Cell sizes after repair:
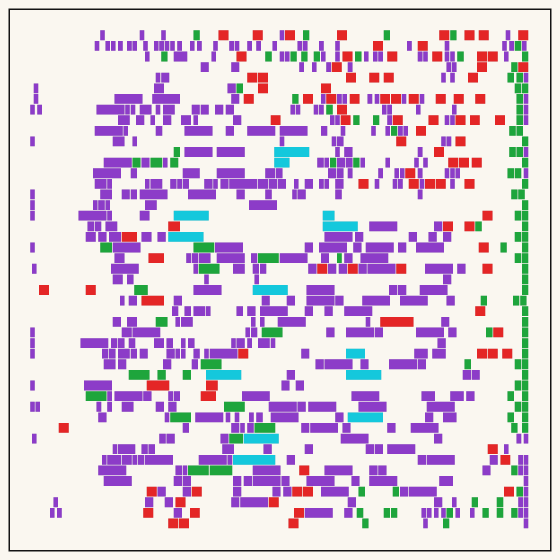
Wires at chosen ports, followed through buffers:
The bar under the picture is 50 µm long.
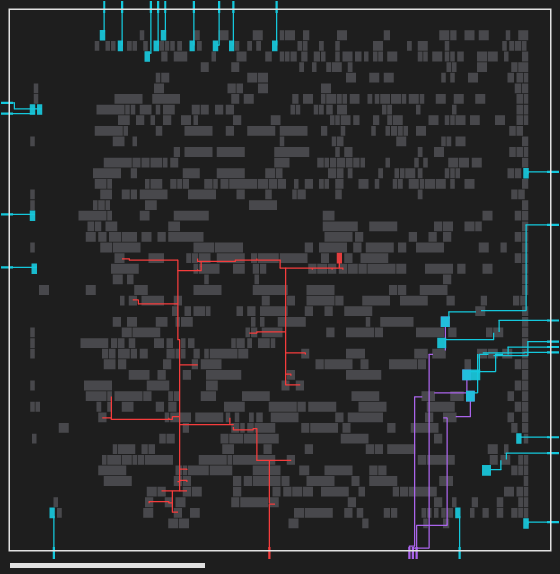
Cell placement:
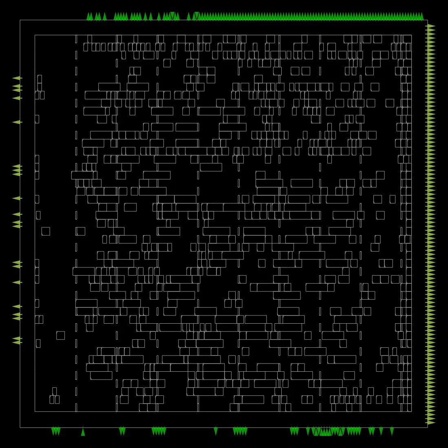
Placed cells, one color a class:
Fill, decap, tap and diode cells in gray.
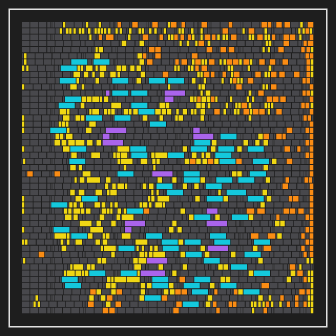
File: src/rtl/vq_compress_sequencer.sv
// vq_compress_sequencer
//
// Frame sequencer for the 64-entry VEP array and its winner-select comparator.
// A frame runs a fixed schedule:
//   LOAD_W : issue 64 weight reads (RAM_W_A = 0..63), then one drain cycle so
//            the last weight can be loaded.
//   STREAM : issue one pixel read per clock (RAM_IF_A = 0..PIXELS-1).
//   FLUSH  : two cycles to drain the 2-stage pixel pipeline.
//   DONE   : frame complete; waits for the next start.
// The pixel address travels down a 2-stage valid pipeline:
//   stage 1: RAM_IF_Q is valid, so all VEPs are enabled;
//   stage 2: the comparator's winner is valid and is written to RAM_TAG.
//
// Ports
//   clk, rst              : clock, synchronous active-high reset
//   start                 : begin a frame (accepted in IDLE or DONE only)
//   busy, done            : frame handshake
//   RAM_W_*               : weight RAM port (read only)
//   RAM_IF_*              : image RAM port (read only)
//   RAM_TAG_*             : tag RAM port (write only)
//   vep_weight_en         : one-hot weight load strobe per VEP
//   vep_pixel_en          : all-ones while RAM_IF_Q holds a valid pixel
//   winner_x, winner_y    : combinational winner coordinates from the comparator
module vq_compress_sequencer #(
  parameter int unsigned PIXELS = 65536,
  parameter int unsigned AW     = 18
) (
  input  logic          clk,
  input  logic          rst,
  input  logic          start,
  output logic          busy,
  output logic          done,

  output logic          RAM_W_OE,
  output logic          RAM_W_WE,
  output logic [AW-1:0] RAM_W_A,
  output logic [23:0]   RAM_W_D,

  output logic          RAM_IF_OE,
  output logic          RAM_IF_WE,
  output logic [AW-1:0] RAM_IF_A,
  output logic [23:0]   RAM_IF_D,

  output logic          RAM_TAG_OE,
  output logic          RAM_TAG_WE,
  output logic [AW-1:0] RAM_TAG_A,
  output logic [23:0]   RAM_TAG_D,

  output logic [63:0]   vep_weight_en,
  output logic [63:0]   vep_pixel_en,
  input  logic [2:0]    winner_x,
  input  logic [2:0]    winner_y
);

  localparam logic [2:0] StIdle   = 3'd0;
  localparam logic [2:0] StLoadW  = 3'd1;
  localparam logic [2:0] StStream = 3'd2;
  localparam logic [2:0] StFlush  = 3'd3;
  localparam logic [2:0] StDone   = 3'd4;

  // One bit wider than the address so PIXELS = 2^AW ends without wrapping.
  localparam logic [AW:0] PixLast = (AW+1)'(PIXELS - 1);
  localparam logic [AW:0] PixOne  = (AW+1)'(1);

  logic [2:0]    state_q, state_d;
  logic [6:0]    k_q, k_d;          // 0..63 issue, 64 = drain cycle
  logic [AW:0]   p_q, p_d;
  logic          flush_q, flush_d;

  // Weight load pipeline: address issued last cycle -> load strobe now.
  logic          wv_q;
  logic [5:0]    wk_q;

  // Pixel address pipeline.
  logic          s1_v_q, s2_v_q;
  logic [AW-1:0] s1_p_q, s2_p_q;

  logic          w_issue;
  logic          p_issue;

  assign w_issue = (state_q == StLoadW) && !k_q[6];
  assign p_issue = (state_q == StStream);

  always_comb begin
    state_d = state_q;
    k_d     = k_q;
    p_d     = p_q;
    flush_d = flush_q;
    case (state_q)
      StIdle, StDone: begin
        if (start) begin
          state_d = StLoadW;
          k_d     = 7'd0;
        end
      end
      StLoadW: begin
        if (k_q[6]) begin
          state_d = StStream;
          p_d     = '0;
        end else begin
          k_d = k_q + 7'd1;
        end
      end
      StStream: begin
        if (p_q == PixLast) begin
          state_d = StFlush;
          flush_d = 1'b0;
        end else begin
          p_d = p_q + PixOne;
        end
      end
      StFlush: begin
        if (flush_q) begin
          state_d = StDone;
        end else begin
          flush_d = 1'b1;
        end
      end
      default: state_d = StIdle;
    endcase
  end

  always_ff @(posedge clk) begin
    if (rst) begin
      state_q <= StIdle;
      k_q     <= 7'd0;
      p_q     <= '0;
      flush_q <= 1'b0;
      wv_q    <= 1'b0;
      wk_q    <= 6'd0;
      s1_v_q  <= 1'b0;
      s1_p_q  <= '0;
      s2_v_q  <= 1'b0;
      s2_p_q  <= '0;
    end else begin
      state_q <= state_d;
      k_q     <= k_d;
      p_q     <= p_d;
      flush_q <= flush_d;
      wv_q    <= w_issue;
      wk_q    <= k_q[5:0];
      s1_v_q  <= p_issue;
      s1_p_q  <= p_q[AW-1:0];
      s2_v_q  <= s1_v_q;
      s2_p_q  <= s1_p_q;
    end
  end

  always_comb begin
    busy = (state_q == StLoadW) || (state_q == StStream) || (state_q == StFlush);
    done = (state_q == StDone);

    RAM_W_OE = w_issue;
    RAM_W_WE = 1'b0;
    RAM_W_A  = w_issue ? AW'(k_q[5:0]) : '0;
    RAM_W_D  = 24'd0;

    RAM_IF_OE = p_issue;
    RAM_IF_WE = 1'b0;
    RAM_IF_A  = p_issue ? p_q[AW-1:0] : '0;
    RAM_IF_D  = 24'd0;

    RAM_TAG_OE = 1'b0;
    RAM_TAG_WE = s2_v_q;
    RAM_TAG_A  = s2_v_q ? s2_p_q : '0;
    RAM_TAG_D  = s2_v_q ? {18'd0, winner_y, winner_x} : 24'd0;

    vep_weight_en = wv_q ? (64'd1 << wk_q) : 64'd0;
    vep_pixel_en  = s1_v_q ? {64{1'b1}} : 64'd0;
  end

endmodule

File: config.mk
export PLATFORM = sky130hd
export DESIGN_NAME = vq_compress_sequencer
export DESIGN_NICKNAME = d
export VERILOG_FILES = /design/src/rtl/vq_compress_sequencer.sv
export SDC_FILE = /design/constraint.sdc
export NUM_CORES = 1
export LEC_CHECK = 0
export CAP_MARGIN = 10
export CELL_PAD_IN_SITES_DETAIL_PLACEMENT = 0
export CELL_PAD_IN_SITES_GLOBAL_PLACEMENT = 1
export CORE_MARGIN = 5
export CORE_UTILIZATION = 29
export CTS_CLUSTER_DIAMETER = 150
export DETAILED_ROUTE_END_ITERATION = 16
export PLACE_DENSITY_LB_ADDON = 0.1
export SLEW_MARGIN = 40
export SYNTH_ARGS = -nofsm -noshare
export SYNTH_HDL_FRONTEND = slang
export SYNTH_SLANG_ARGS = --single-unit
File: constraint.sdc
create_clock -name clk -period 4.6 [get_ports clk]
set_input_delay 1.15 -clock clk [delete_from_list [all_inputs] [get_ports clk]]
set_output_delay 1.15 -clock clk [all_outputs]
set_load 0.1 [all_outputs]
==> impl_metrics.py <==
# Generated from Yosys and OpenROAD reports
metrics = {
    "worst_hold_path": {
        "hold_class": "flop to flop",
        "hold_path_startpoint": "s1_p_q[6]",
        "min_to": "s2_p_q[6]",
        "whs_path_depth": 1,
    },
    "synth": {
        "area_leaders": "dfxtp_1, buf_4, nor2_1, and2_1, nor2b_1",
        "postSynth.asyncResetShare_pct": 0,
        "synth-main-ff-cell": "dfxtp_1",
        "ys_sh_aoi_pct": 9.29,
        "synthesis.instances": 597,
        "avgSynthCellArea_um2": 8.01,
        "ys_cells": 597,
        "fa_ha_area_share_pct": 0.523,
        "xor_share_pct": 0.733,
        "seq_area_frac_synth_pct": 31.4,
        "ys_sh_mux_pct": 0.209,
        "yosysWarningCount": 0,
    },
    "layout": {
        "largest_class": "combinational gates",
        "nNonClkBuffers": 190,
        "clockBufferCount": 10,
        "n_all_inverters": 4,
        "num-multi-input-gates": 427,
        "comb_share_pct": 41.4,
        "finalNetCount": 718,
        "buf_share_pct": 21.4,
        "syn2layout_area_growth_pct": 18.5,
        "clkCellAreaFrac_pct": 5.50,
        "seqCellArea_mm2": 0.00151,
    },
    "worst_setup_path": {
        "path_max_fanout": 33,
        "crit_path_top_delay_cell": "dfxtp_1",
        "worst-path-buf-inv": 2,
        "critPathArrivalTime_ns": 2.42,
        "critPathMaxStageDelay_ns": 0.58,
        "cp_top_family": "simple AND/OR/NAND/NOR gates",
        "startpoint_type": "flop",
        "required_ns": 3.45,
    },
    "grt": {
        "grt.met3_usage_pct": 3.52,
        "grtUsageMet1_pct": 17.9,
        "grt-ovfl-total": 0,
        "grtUsageTotal_pct": 14.3,
    },
    "pwr": {
        "peakVddDrop_uv": 187,
        "p_leak_nw": 2.62,
        "total_power_mw": 2.77,
    },
    "detailed_routing": {
        "wl_per_cell_um": 15.7,
        "met3_length_um": 924,
        "wl_met2_um": 7290,
        "firstDrtPassIters": 4,
        "drt_wl_total_um": 14600,
        "drt-met1-wl_um": 6180,
        "drc": 0,
    },
    "clock_tree": {
        "cts.path.max_buffers": 2,
        "cts_buffers": 9,
    },
    "sta": {
        "setup_ws_ns": 1.03,
        "finalSetupTns_ns": 0,
        "drv_slew": 0,
        "worst_pin_slew_ns": 0.622,
        "rsz0062_at_grt": "no",
    },
    "floorplan": {
        "fp_util_pct": 29.2,
        "dieArea_mm2": 0.0192,
    },
    "run_status": {
        "status": "finished, final reports clean",
    },
}
Notes on 'cell sizes after repair' above:
legend:
  _2 cells:
    color: green
    cells: 115
    share: 16%
    most_used: buf_2
  _6 and larger:
    color: cyan
    cells: 13
    share: 1.8%
    most_used: clkbuf_16
  _0 and _1 cells:
    color: purple
    cells: 485
    share: 68%
    most_used: nor2_1
  _3 and _4 cells:
    color: red
    cells: 99
    share: 14%
    most_used: buf_4

Notes on 'wires at chosen ports, followed through buffers' above:
legend:
  RAM_IF_OE:
    color: red
    bits: 1
    direction: output
    end_cells: 1
    buffers: 1
    wire: 309 µm
  RAM_TAG_D:
    color: cyan
    bits: 24
    direction: output
    end_cells: 24
    buffers: 6
    wire: 310 µm
  winner_x:
    color: purple
    bits: 3
    direction: input
    end_cells: 3
    buffers: 3
    wire: 168 µm
input/output buffers: 189
IO Pins: 271

Notes on 'cell placement' above:
registers: 75
fin util: 34.7%
n_taps: 220
filler cell count: 1786
flop share of the area: 26.6%

Notes on 'placed cells, one color a class' above:
legend:
  other buffers and delay cells:
    color: orange
    cells: 190
  clock drivers and dummy loads:
    color: purple
    cells: 16
  combinational and other logic:
    color: yellow
    cells: 431
  flops:
    color: cyan
    cells: 75
CORE AREA: 0.0163 mm²
Final Cell Area: 0.00567 mm²
Rows: 47

-- cell usage after synthesis (all sizes together) (2+ instances only) --
cell type,number
a211oi,2
a21o,3
a21oi,15
a311oi,10
a32oi,2
a41oi,2
and2,50
and3,4
and4,4
buf,155
clkbuf,16
dfxtp,75
ha,2
inv,4
nand2,34
nand2b,5
nand3,18
nand3b,4
nand4,9
nand4b,2
nor2,91
nor2b,48
nor3,8
nor4,2
o21ai,10
or3b,2
xor2,4
-- cells in the final DEF, fill, tap and decap left out, types with 4 or more instances in the layout --
cell	count
nor2b_1	48
nand4_1	9
dfxtp_1	74
and2_1	50
a21oi_1	11
buf_2	92
nor3_1	6
o21ai_0	9
nor2_1	89
clkdlybuf4s50_1	7
a311oi_2	10
xor2_1	4
nand2b_1	5
nand3_1	17
nand2_1	33
clkbuf_16	9
conb_1	81
buf_4	91
nand3b_1	4
-- through the flow --
step           utilization [%]  instance area [µm²]  hold WS (ns)
6_report                  34.7                 5670         0.437
5_1_grt                   34.7                 5670         0.458
4_1_cts                   34.6                 5660         0.439
3_5_place_dp              32.7                 5350         0.425
3_3_place_gp              35.5                 5800         0.421
2_1_floorplan                -                 5080         0.414
-- power breakdown --
group	internal [mW]	switching (mW)
clock	0.441	0.287
sequential	0.670	0.0525
combinational	0.135	1.18
-- worst max path at each step --
stage | from | to | slack [ns]
after floorplan | state_q[1] | RAM_IF_A[10] | 0.66
after global placement | wv_q | vep_weight_en[6] | 1.22
after detailed placement | state_q[1] | RAM_IF_A[9] | 1.36
after CTS | state_q[1] | RAM_IF_A[9] | 0.98
after global routing | state_q[1] | RAM_IF_A[9] | 0.86
final | state_q[1] | RAM_IF_A[9] | 1.03
Power is estimated from default activity; no workload was simulated.
